## src/rtl/muldiv_seq_pkg.sv

```systemverilog
// Shared RV32M mul/div definitions: funct3 op encodings, FSM states, operand-class helpers.
// Define MULDIV_EARLY_OUT_EN at build time to let zero/overflow cases bypass the iterative CALC phase.
package muldiv_seq_pkg;

    localparam logic [2:0] MD_MUL    = 3'b000;
    localparam logic [2:0] MD_MULH   = 3'b001;
    localparam logic [2:0] MD_MULHSU = 3'b010;
    localparam logic [2:0] MD_MULHU  = 3'b011;
    localparam logic [2:0] MD_DIV    = 3'b100;
    localparam logic [2:0] MD_DIVU   = 3'b101;
    localparam logic [2:0] MD_REM    = 3'b110;
    localparam logic [2:0] MD_REMU   = 3'b111;

    typedef enum logic [1:0] {
        ST_IDLE = 2'd0,
        ST_CALC = 2'd1,
        ST_FIX  = 2'd2,
        ST_DONE = 2'd3
    } state_t;

    function automatic logic op_is_div(input logic [2:0] op);
        return op[2];
    endfunction

    function automatic logic op_signed1(input logic [2:0] op);
        return (op == MD_MULH) || (op == MD_MULHSU) || (op == MD_DIV) || (op == MD_REM);
    endfunction

    function automatic logic op_signed2(input logic [2:0] op);
        return (op == MD_MULH) || (op == MD_DIV) || (op == MD_REM);
    endfunction

endpackage

```

## src/rtl/muldiv_step.sv

```systemverilog
// One radix-2 iteration: shift-add multiply or restoring shift-subtract divide on a {hi, lo} register.
// Purely combinational; divide keeps remainder in hi and grows the quotient into lo.
module muldiv_step #(
    parameter int XLEN = 32
) (
    input  logic                is_div_i,
    input  logic [2*XLEN-1:0]   prod_i,
    input  logic [XLEN-1:0]     opnd_i,
    output logic [2*XLEN-1:0]   prod_o
);

    logic [XLEN:0]   sum;
    logic [XLEN:0]   rem_sh;
    logic            rem_ge;
    logic [XLEN-1:0] rem_sub;

    always_comb begin
        sum     = {1'b0, prod_i[2*XLEN-1:XLEN]} + (prod_i[0] ? {1'b0, opnd_i} : '0);
        rem_sh  = prod_i[2*XLEN-1:XLEN-1];
        rem_ge  = (rem_sh >= {1'b0, opnd_i});
        // When the trial subtract succeeds the result is below the divisor, so XLEN bits suffice.
        rem_sub = rem_sh[XLEN-1:0] - opnd_i;
        if (is_div_i) begin
            if (rem_ge) begin
                prod_o = {rem_sub, prod_i[XLEN-2:0], 1'b1};
            end else begin
                prod_o = {rem_sh[XLEN-1:0], prod_i[XLEN-2:0], 1'b0};
            end
        end else begin
            prod_o = {sum, prod_i[XLEN-1:1]};
        end
    end

endmodule

```

## src/rtl/muldiv_seq.sv

```systemverilog
// Iterative RV32M multiply/divide unit: Done pulses 34 cycles after Start (2 for trivial cases with MULDIV_EARLY_OUT_EN).
// Start is ignored while Busy; Flush aborts any in-flight operation and leaves Result untouched.
module muldiv_seq
    import muldiv_seq_pkg::*;
#(
    parameter int XLEN = 32,
    parameter int ITER = XLEN
) (
    input  logic            clk,
    input  logic            rst,
    input  logic            Start,
    input  logic            Flush,
    input  logic [2:0]      MdOp,
    input  logic [XLEN-1:0] Operand1,
    input  logic [XLEN-1:0] Operand2,
    output logic            Busy,
    output logic            Done,
    output logic [XLEN-1:0] Result
);

    localparam int CW = $clog2(ITER) + 1;

    state_t            state_q;
    logic [CW-1:0]     cnt_q;
    logic [2:0]        op_q;
    logic [2*XLEN-1:0] prod_q;
    logic [2*XLEN-1:0] prod_d;
    logic [XLEN-1:0]   opnd_q;
    logic              neg_q;
    logic              neg_rem_q;
    logic              busy_q;
    logic              done_q;
    logic [XLEN-1:0]   result_q;

    logic              s1, s2, div_zero;
    logic [XLEN-1:0]   mag1, mag2;
    logic [2*XLEN-1:0] init_prod_d;
    logic [XLEN-1:0]   init_opnd_d;
    logic              init_neg_d;
    logic              go_fix_d;
    logic [2*XLEN-1:0] prod_fix;
    logic [XLEN-1:0]   quo_fix, rem_fix, res_d;

    muldiv_step #(.XLEN(XLEN)) u_step (
        .is_div_i (op_is_div(op_q)),
        .prod_i   (prod_q),
        .opnd_i   (opnd_q),
        .prod_o   (prod_d)
    );

    // Operand conditioning at acceptance: magnitudes, sign flags, initial register image.
    always_comb begin
        s1          = op_signed1(MdOp) & Operand1[XLEN-1];
        s2          = op_signed2(MdOp) & Operand2[XLEN-1];
        mag1        = s1 ? -Operand1 : Operand1;
        mag2        = s2 ? -Operand2 : Operand2;
        div_zero    = (Operand2 == '0);
        init_neg_d  = op_is_div(MdOp) ? ((s1 ^ s2) & ~div_zero) : (s1 ^ s2);
        init_prod_d = op_is_div(MdOp) ? {{XLEN{1'b0}}, mag1} : {{XLEN{1'b0}}, mag2};
        init_opnd_d = op_is_div(MdOp) ? mag2 : mag1;
        go_fix_d    = 1'b0;
`ifdef MULDIV_EARLY_OUT_EN
        // Preload the exact image the full iteration would leave behind, so FIX is shared.
        if (op_is_div(MdOp)) begin
            if (div_zero) begin
                init_prod_d = {mag1, {XLEN{1'b1}}};
                go_fix_d    = 1'b1;
            end else if (op_signed2(MdOp) && (Operand1 == {1'b1, {(XLEN-1){1'b0}}})
                         && (Operand2 == {XLEN{1'b1}})) begin
                init_prod_d = {{XLEN{1'b0}}, 1'b1, {(XLEN-1){1'b0}}};
                go_fix_d    = 1'b1;
            end
        end else if ((Operand1 == '0) || (Operand2 == '0)) begin
            init_prod_d = '0;
            go_fix_d    = 1'b1;
        end
`endif
    end

    always_comb begin
        prod_fix = neg_q ? -prod_q : prod_q;
        quo_fix  = neg_q ? -prod_q[XLEN-1:0] : prod_q[XLEN-1:0];
        rem_fix  = neg_rem_q ? -prod_q[2*XLEN-1:XLEN] : prod_q[2*XLEN-1:XLEN];
        case (op_q)
            MD_MUL:                       res_d = prod_fix[XLEN-1:0];
            MD_MULH, MD_MULHSU, MD_MULHU: res_d = prod_fix[2*XLEN-1:XLEN];
            MD_DIV, MD_DIVU:              res_d = quo_fix;
            default:                      res_d = rem_fix;
        endcase
    end

    always_ff @(posedge clk or posedge rst) begin
        if (rst) begin
            state_q   <= ST_IDLE;
            cnt_q     <= '0;
            op_q      <= '0;
            prod_q    <= '0;
            opnd_q    <= '0;
            neg_q     <= 1'b0;
            neg_rem_q <= 1'b0;
            busy_q    <= 1'b0;
            done_q    <= 1'b0;
            result_q  <= '0;
        end else begin
            case (state_q)
                ST_IDLE: begin
                    done_q <= 1'b0;
                    if (Start && !Flush) begin
                        op_q      <= MdOp;
                        prod_q    <= init_prod_d;
                        opnd_q    <= init_opnd_d;
                        neg_q     <= init_neg_d;
                        neg_rem_q <= s1;
                        cnt_q     <= '0;
                        busy_q    <= 1'b1;
                        state_q   <= go_fix_d ? ST_FIX : ST_CALC;
                    end
                end
                ST_CALC: begin
                    if (Flush) begin
                        busy_q  <= 1'b0;
                        state_q <= ST_IDLE;
                    end else begin
                        prod_q <= prod_d;
                        cnt_q  <= cnt_q + 1'b1;
                        if (cnt_q == CW'(ITER - 1)) begin
                            state_q <= ST_FIX;
                        end
                    end
                end
                ST_FIX: begin
                    if (Flush) begin
                        busy_q  <= 1'b0;
                        state_q <= ST_IDLE;
                    end else begin
                        result_q <= res_d;
                        done_q   <= 1'b1;
                        state_q  <= ST_DONE;
                    end
                end
                default: begin
                    done_q  <= 1'b0;
                    busy_q  <= 1'b0;
                    state_q <= ST_IDLE;
                end
            endcase
        end
    end

    assign Busy   = busy_q;
    assign Done   = done_q;
    assign Result = result_q;

endmodule
```

## config.mk

```make
export PLATFORM = sky130hd
export DESIGN_NAME = muldiv_seq
export DESIGN_NICKNAME = d
export VERILOG_FILES = /design/src/rtl/muldiv_seq_pkg.sv /design/src/rtl/muldiv_step.sv /design/src/rtl/muldiv_seq.sv
export SDC_FILE = /design/constraint.sdc
export NUM_CORES = 1
export LEC_CHECK = 0
export ABC_AREA = 1
export CELL_PAD_IN_SITES_DETAIL_PLACEMENT = 0
export CELL_PAD_IN_SITES_GLOBAL_PLACEMENT = 1
export CORE_ASPECT_RATIO = 1.4
export CORE_MARGIN = 2
export CORE_UTILIZATION = 46
export DETAILED_ROUTE_END_ITERATION = 12
export GPL_TIMING_DRIVEN = 0
export MAX_ROUTING_LAYER = met4
export PLACE_DENSITY_LB_ADDON = 0.1
export SLEW_MARGIN = 0
export SYNTH_ARGS = -nofsm -noshare
export SYNTH_HDL_FRONTEND = slang
export SYNTH_SLANG_ARGS = --single-unit
```

## constraint.sdc

```tcl
create_clock -name clk -period 11 [get_ports clk]
set_clock_uncertainty 0.1 [all_clocks]
set_input_delay 2.2 -clock clk [delete_from_list [all_inputs] [get_ports clk]]
set_output_delay 2.2 -clock clk [all_outputs]
set_load 0.1 [all_outputs]
```

==> run_1/route_heat.png <==
The die is cut into 17 by 24 equal tiles; white is low, dark blue is high, scaled to the fullest tile. Values are wire area over tile area, all layers added.
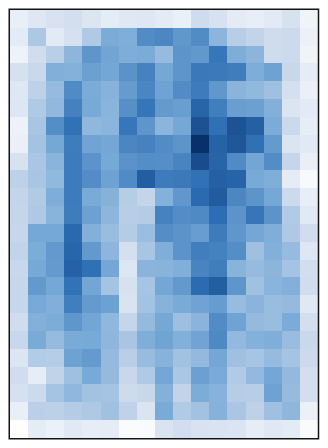
tiles over half the peak: 37%
nearly empty tiles: 0.20%
mean over tiles: 0.37
fullest tile: 0.87

==> run_1/clock_nets.png <==
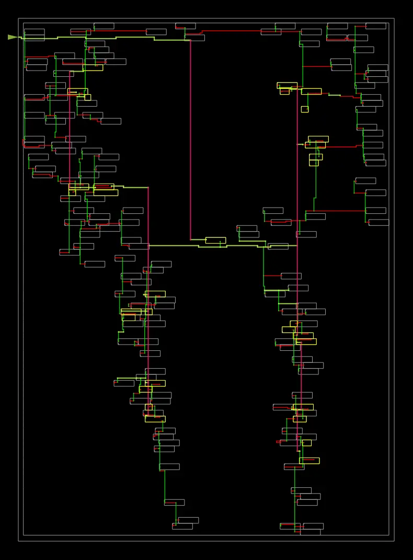
Seq cells: 143
total of clock buffers placed in the layout: 17
number of buffers created by CTS: 17
clock latency reported for the late side of the worst-skew pair: 470 ps

==> run_1/closeup.png <==
Scale bar: 5 microns. Region (76, 157) to (96, 177) microns. Cells in grey, sequential cells in the stronger grey; small squares are vias.
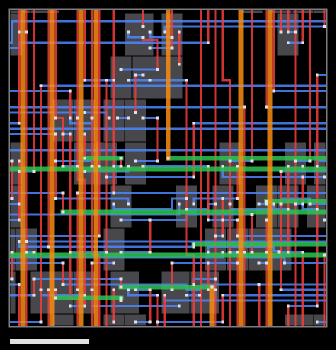
legend:
  blue:
    layer: M1
  orange:
    layer: M4
  green:
    layer: M3
  red:
    layer: M2
cells with their middle in the window: 33
sequential cells in the window: 0
most frequent: nand2_1 (15), nor2_1 (7)

==> run_1/gates.png <==
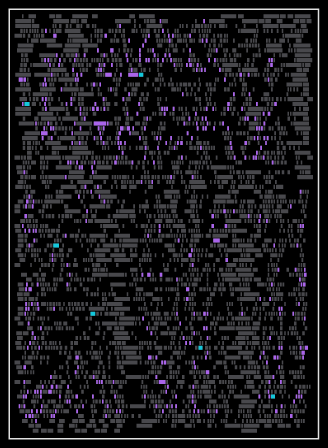
legend:
  cyan:
    family: non-inverting ao/oa cells
    cells: 6
    where: spread over the die
  purple:
    family: nor cells
    cells: 440
    where: spread over the die

==> reports/results.md, run 1 <==
| Item | Value |
|:---|:---|
| Top cells excl fill/tap | sky130_fd_sc_hd__nand2_1 (1127), sky130_fd_sc_hd__inv_1 (466), sky130_fd_sc_hd__nor2_1 (384) |
| Post-Route Setup TNS | 0 ps |
| Type of element launching the critical path | input port |
| Quantity of hold-fixing buffers added after cts | 0 |
| Largest voltage drop on the vdd net | 0.156 mV |
| Number of DRC violations after detailed routing | 0 |
| GRT Util Overall | 0.427 |
| Dominant cell area share | 0.234 |
| Count of distinct cell types in the synthesized netlist | 57 |
| Commonest cells post-synth | sky130_fd_sc_hd__nand2_1 (1127), sky130_fd_sc_hd__inv_1 (467), sky130_fd_sc_hd__nor2_1 (384) |
| Async S/R FF share, synth | 1.00 |
| First-pass GRT wire length | 126 mm |
| Area of the placeable core | 39100 sq um |
| Worst Hold Path Cells | 2 |
| Leakage | 10.8 nW |
| Vertical extent of the die | 239 microns |
| Area overhead of the layout relative to synthesis | 13.0% |
| Count of max-cap constraint violations | 0 |
| Met3 usage in global routing | 0.0634 |
| Number of warnings the tools reported | 29 |
| GRT busiest layer | met2 |
| Half-perimeter wire length after placement | 70.5 mm |
| CTS root buffer | sky130_fd_sc_hd__clkbuf_16 |
| Slew at the pin closest to its max-slew limit | 983 ps |
| Number of clock sinks seen by CTS | 143 |
| Worst-path clk slew | 80 ps |
| Power density over the cells | 339 nW/um^2 |
| Leading cell type in the layout, fill and taps excluded | sky130_fd_sc_hd__nand2_1 |
| Main flop type after synthesis | sky130_fd_sc_hd__dfrtp_1 |
| Cell count after synthesis | 3292 |
| Share of post-route cells with drive strength above 1 | 0.0370 |
| Via-per-instance ratio | 5.81 |
| Time the worst path needs with I/O delays and setup | 4560 ps |
| Number of top-level design ports | 105 |
| H-tree level count | 4 |
| Post-synthesis share of cell area spent on and, or, nand and nor gates | 0.469 |
| Proportion of synthesized area in mux cells | 0 |
| Number of rows created at floorplan | 86 |
| Max-Slew Margin vs Limit | 0.342 |
| Final weighted congestion in routability-driven placement | 1.12 |
| Sequential area share after synthesis | 0.198 |
| Critical path type | input port to register |
| Maximum number of buffers from clock root to sink | 2 |
| Drt initial violations | 2583 |
| Max reg flops | 64 |
| Post-synthesis area per instance | 5.50 sq um |
| Uppermost layer routed | met4 |
| Highest net fanout along the worst path | 10 |
| Run status | complete, no violations |
| Share of synthesized cell area in and-or and or-and compound cells | 0.126 |
| Met2 usage in global routing | 0.655 |
| Overall die width | 172 microns |
| Destination of the worst register-to-register timing path | prod_q[59]$_DFFE_PP0P_ |
| Port Buffer Count | 104 |
| Path category of the worst min-delay check | register to register |
| Vias in the first global route | 20944 |
| Top register by number of flip-flops | prod_q |
| Worst R2R Start | prod_q[0]$_DFFE_PP0P_ |
| Routed wire length per instance | 21.6 microns |
| Element type at the critical path end | register |
| Post-synth top area cell | sky130_fd_sc_hd__nand2_1 |
| Slack of the worst reg-to-reg path | 7420 ps |
| Cell count listed in synth_stat.txt | 3292 |
| Setup repair after global routing missed its margin | no |
| Number of instances resized during post-cts repair | 0 |
==> run 1: critical path, stage by stage <==
cell	delay, ps
sky130_fd_sc_hd__clkdlybuf4s50_1	450
sky130_fd_sc_hd__inv_2	80
sky130_fd_sc_hd__nand2_1	70
sky130_fd_sc_hd__nor2_1	550
sky130_fd_sc_hd__inv_2	160
sky130_fd_sc_hd__nor2_1	460
sky130_fd_sc_hd__inv_1	290
sky130_fd_sc_hd__clkbuf_1	310
sky130_fd_sc_hd__o221ai_1	260
==> run 1: area by class of cell <==
cell class | instances | area, sq um | share of cell area
multi-input combinational | 2559 | 12200 | 0.597
sequential | 143 | 3580 | 0.175
inverter | 482 | 1810 | 0.0886
timing repair buffer | 105 | 1070 | 0.0522
tap | 528 | 661 | 0.0323
buffer | 108 | 498 | 0.0243
clock buffer | 17 | 425 | 0.0208
clock inverter | 15 | 196 | 0.00960
==> run 1: worst max-delay path by stage <==
stage / start / end / slack, ps
3_3_place_gp: rst / opnd_q[28]$_DFFE_PP0P_ / 2750
6_report: Flush / opnd_q[10]$_DFFE_PP0P_ / 6440
5_1_grt: Operand1[0] / prod_q[14]$_DFFE_PP0P_ / 6380
3_5_place_dp: Flush / opnd_q[10]$_DFFE_PP0P_ / 6050
4_1_cts: Flush / opnd_q[10]$_DFFE_PP0P_ / 6510
2_1_floorplan: rst / Busy$_DFFE_PP0P_ / 4860
==> run 1: through the flow <==
stage / std cells / hold slack, ps
3_5_place_dp: 3925 / 365
6_report: 3957 / 378
4_1_cts: 3957 / 383
2_1_floorplan: 3292 / 355
3_3_place_gp: 3924 / 361
5_1_grt: 3957 / 399
==> run 1: where the power goes <==
group          internal, W  total (W)  switching [W]
clock network     0.000327   0.000613       0.000285
logic              0.00145    0.00515        0.00371
registers         0.000761    0.00117       0.000408
total              0.00254    0.00693        0.00440
--- run 2 (diff from run 1) ---
CORE_UTILIZATION = 42   (was 46)
clock period = 4.75 ns   (was 11 ns; I/O delays follow)
==> run_2/gates.png <==
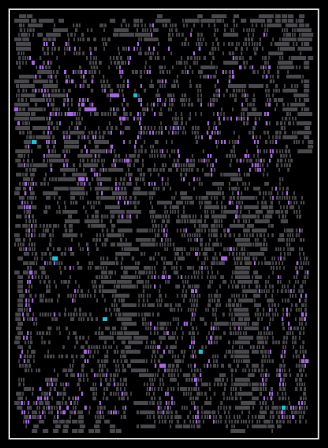
multi-input combinational area share: 0.595
fin cells: 3984

==> run_2/clock_nets.png <==
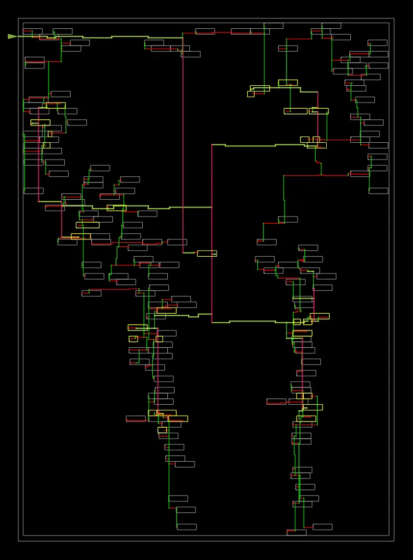
total clock network power: 0.00147 W
clock latency reported for the late side of the worst-skew pair: 480 ps
number of clock sinks seen by CTS: 143

==> run_2/route_heat.png <==
The die is cut into 18 by 25 equal tiles; white is low, dark blue is high, scaled to the fullest tile. Values are wire area over tile area, all layers added.
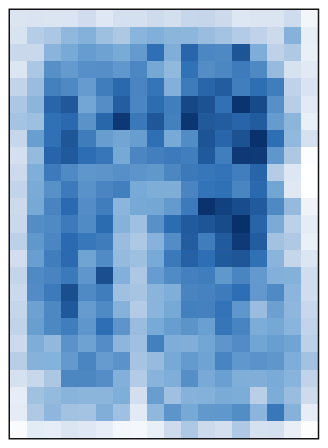
Total Wirelength: 89.5 mm
routed wire length per instance: 22.5 microns

==> run 2 against run 1 <==
Global-route usage shrank 2.5 points. Critical path type is now register to register. Hold slack improved by 6.2 ps. Routed wire length rose by 4.7%. Sequential power grew 130%. Setup slack got worse by 5400 ps. Critical endpoint is now prod_q[59]$_DFFE_PP0P_.
==> reports/results.md, run 2 <==
| Item | Value | vs previous |
|:---|:---|:---|
| Run status | complete, no violations |  |
| Post-synth top area cell | sky130_fd_sc_hd__nand2_1 |  |
| Leading cell type in the layout, fill and taps excluded | sky130_fd_sc_hd__nand2_1 |  |
| Sequential area share after synthesis | 0.198 | unchanged |
| Power density over the cells | 790 nW/um^2 | +130% |
| ClkCell Share | 0.0297 | -0.000652 |
| Part of the total power dissipated in sequential elements | 0.167 | about the same |
| Uppermost layer routed | met4 |  |
| CTS root buffer | sky130_fd_sc_hd__clkbuf_16 |  |
| Slack of the worst reg-to-reg path | 1050 ps | -6370 ps |
| Design internal power | 0.00592 W | +130% |
| Area-dominant cell class after layout | multi-input combinational cells |  |
| Final weighted congestion in routability-driven placement | 1.06 | -5.0% |
| Sequential cell area | 3580 sq um | unchanged |
| Post-synthesis area per instance | 5.50 sq um | unchanged |
| Power share of the clock group | 0.091 | +0.003 |
| Top register by number of flip-flops | prod_q |  |
| Number of buffers created by CTS | 17 | unchanged |
| Post-Route Setup TNS | 0 ps | unchanged |
| Number of warnings the tools reported | 29 | unchanged |
| Vertical extent of the die | 250 microns | +4.6% |
| Slew at the pin closest to its max-slew limit | 1070 ps | +84.1 ps |
| Number of top-level design ports | 105 | unchanged |
| Area overhead of the layout relative to synthesis | 13.4% |  |
| Number of rows created at floorplan | 90 | +4.7% |
| Fraction of power spent switching nets | 0.635 | about the same |
| Fin Hold WS | 385 ps | +6.19 ps |
| Async S/R FF share, synth | 1.00 | unchanged |
| Total instance count after detailed placement | 3952 | +0.69% |
| Share of post-route cells with drive strength above 1 | 0.0379 | +0.000842 |
| Leakage | 10.8 nW | +0.25% |
| Highest net fanout along the worst path | 10 | unchanged |
| Half-perimeter wire length after placement | 74.5 mm | +5.7% |
| Relative contribution of combinational cells to total power | 0.743 | about the same |
| Main flop type after synthesis | sky130_fd_sc_hd__dfrtp_1 |  |
| Overall die width | 180 microns | +4.5% |
| Number of DRC violations after detailed routing | 0 | unchanged |
| Top power group | combinational logic |  |
| Destination of the worst register-to-register timing path | prod_q[59]$_DFFE_PP0P_ |  |
| Seq/total area | 0.174 | -0.000597 |
| Worst-path clk slew | 80 ps | about the same |
| Proportion of synthesized area in mux cells | 0 | unchanged |
| Area of the placeable core | 42800 sq um | +9.6% |
| H-tree level count | 4 | unchanged |
| Max reg flops | 64 | unchanged |
| Sequential-cell power consumption | 0.00271 W | +130% |
| Combinational cell area excluding buffers and inverters | 12200 sq um | unchanged |
| Met3 usage in global routing | 0.0492 | -0.0142 |
| NetSw | 0.0103 W | +130% |
| Share of synthesized cell area in and-or and or-and compound cells | 0.126 | unchanged |
[run 2: cell counts after synthesis]
No cell type changed its count.
[run 2: worst max-delay path by stage]
stage                     startpoint                      to  slack, ps  cells after the start
5_1_grt        prod_q[0]$_DFFE_PP0P_  prod_q[59]$_DFFE_PP0P_        780                     21
3_3_place_gp                     rst  opnd_q[29]$_DFFE_PP0P_        570                      2
4_1_cts        prod_q[0]$_DFFE_PP0P_  prod_q[59]$_DFFE_PP0P_       1130                     21
6_report       prod_q[0]$_DFFE_PP0P_  prod_q[59]$_DFFE_PP0P_       1050                     21
2_1_floorplan                    rst        Busy$_DFFE_PP0P_       1910                      1
3_5_place_dp             Operand1[0]  prod_q[14]$_DFFE_PP0P_        950                     13
[run 2: critical path: stages, from the launching register on]
cell                       delay, ps
sky130_fd_sc_hd__dfrtp_1         350
sky130_fd_sc_hd__buf_6           140
sky130_fd_sc_hd__clkbuf_1        550
sky130_fd_sc_hd__nand2_1         100
sky130_fd_sc_hd__inv_1            80
sky130_fd_sc_hd__ha_1            280
sky130_fd_sc_hd__inv_1            80
sky130_fd_sc_hd__fa_1            430
sky130_fd_sc_hd__inv_1           130
sky130_fd_sc_hd__nand3_1          80
sky130_fd_sc_hd__nand3_1         180
sky130_fd_sc_hd__nand2_1          70
sky130_fd_sc_hd__nand2_1         160
sky130_fd_sc_hd__nand2_1          70
sky130_fd_sc_hd__nand2_1         180
sky130_fd_sc_hd__nand2_1         100
sky130_fd_sc_hd__nand3_1          90
sky130_fd_sc_hd__nand2_1          50
sky130_fd_sc_hd__nor2_1          160
sky130_fd_sc_hd__nor2_1           60
sky130_fd_sc_hd__nand2_1          90
sky130_fd_sc_hd__nand2_1          60
No activity file was given, so power comes from the tool's default toggle rates.
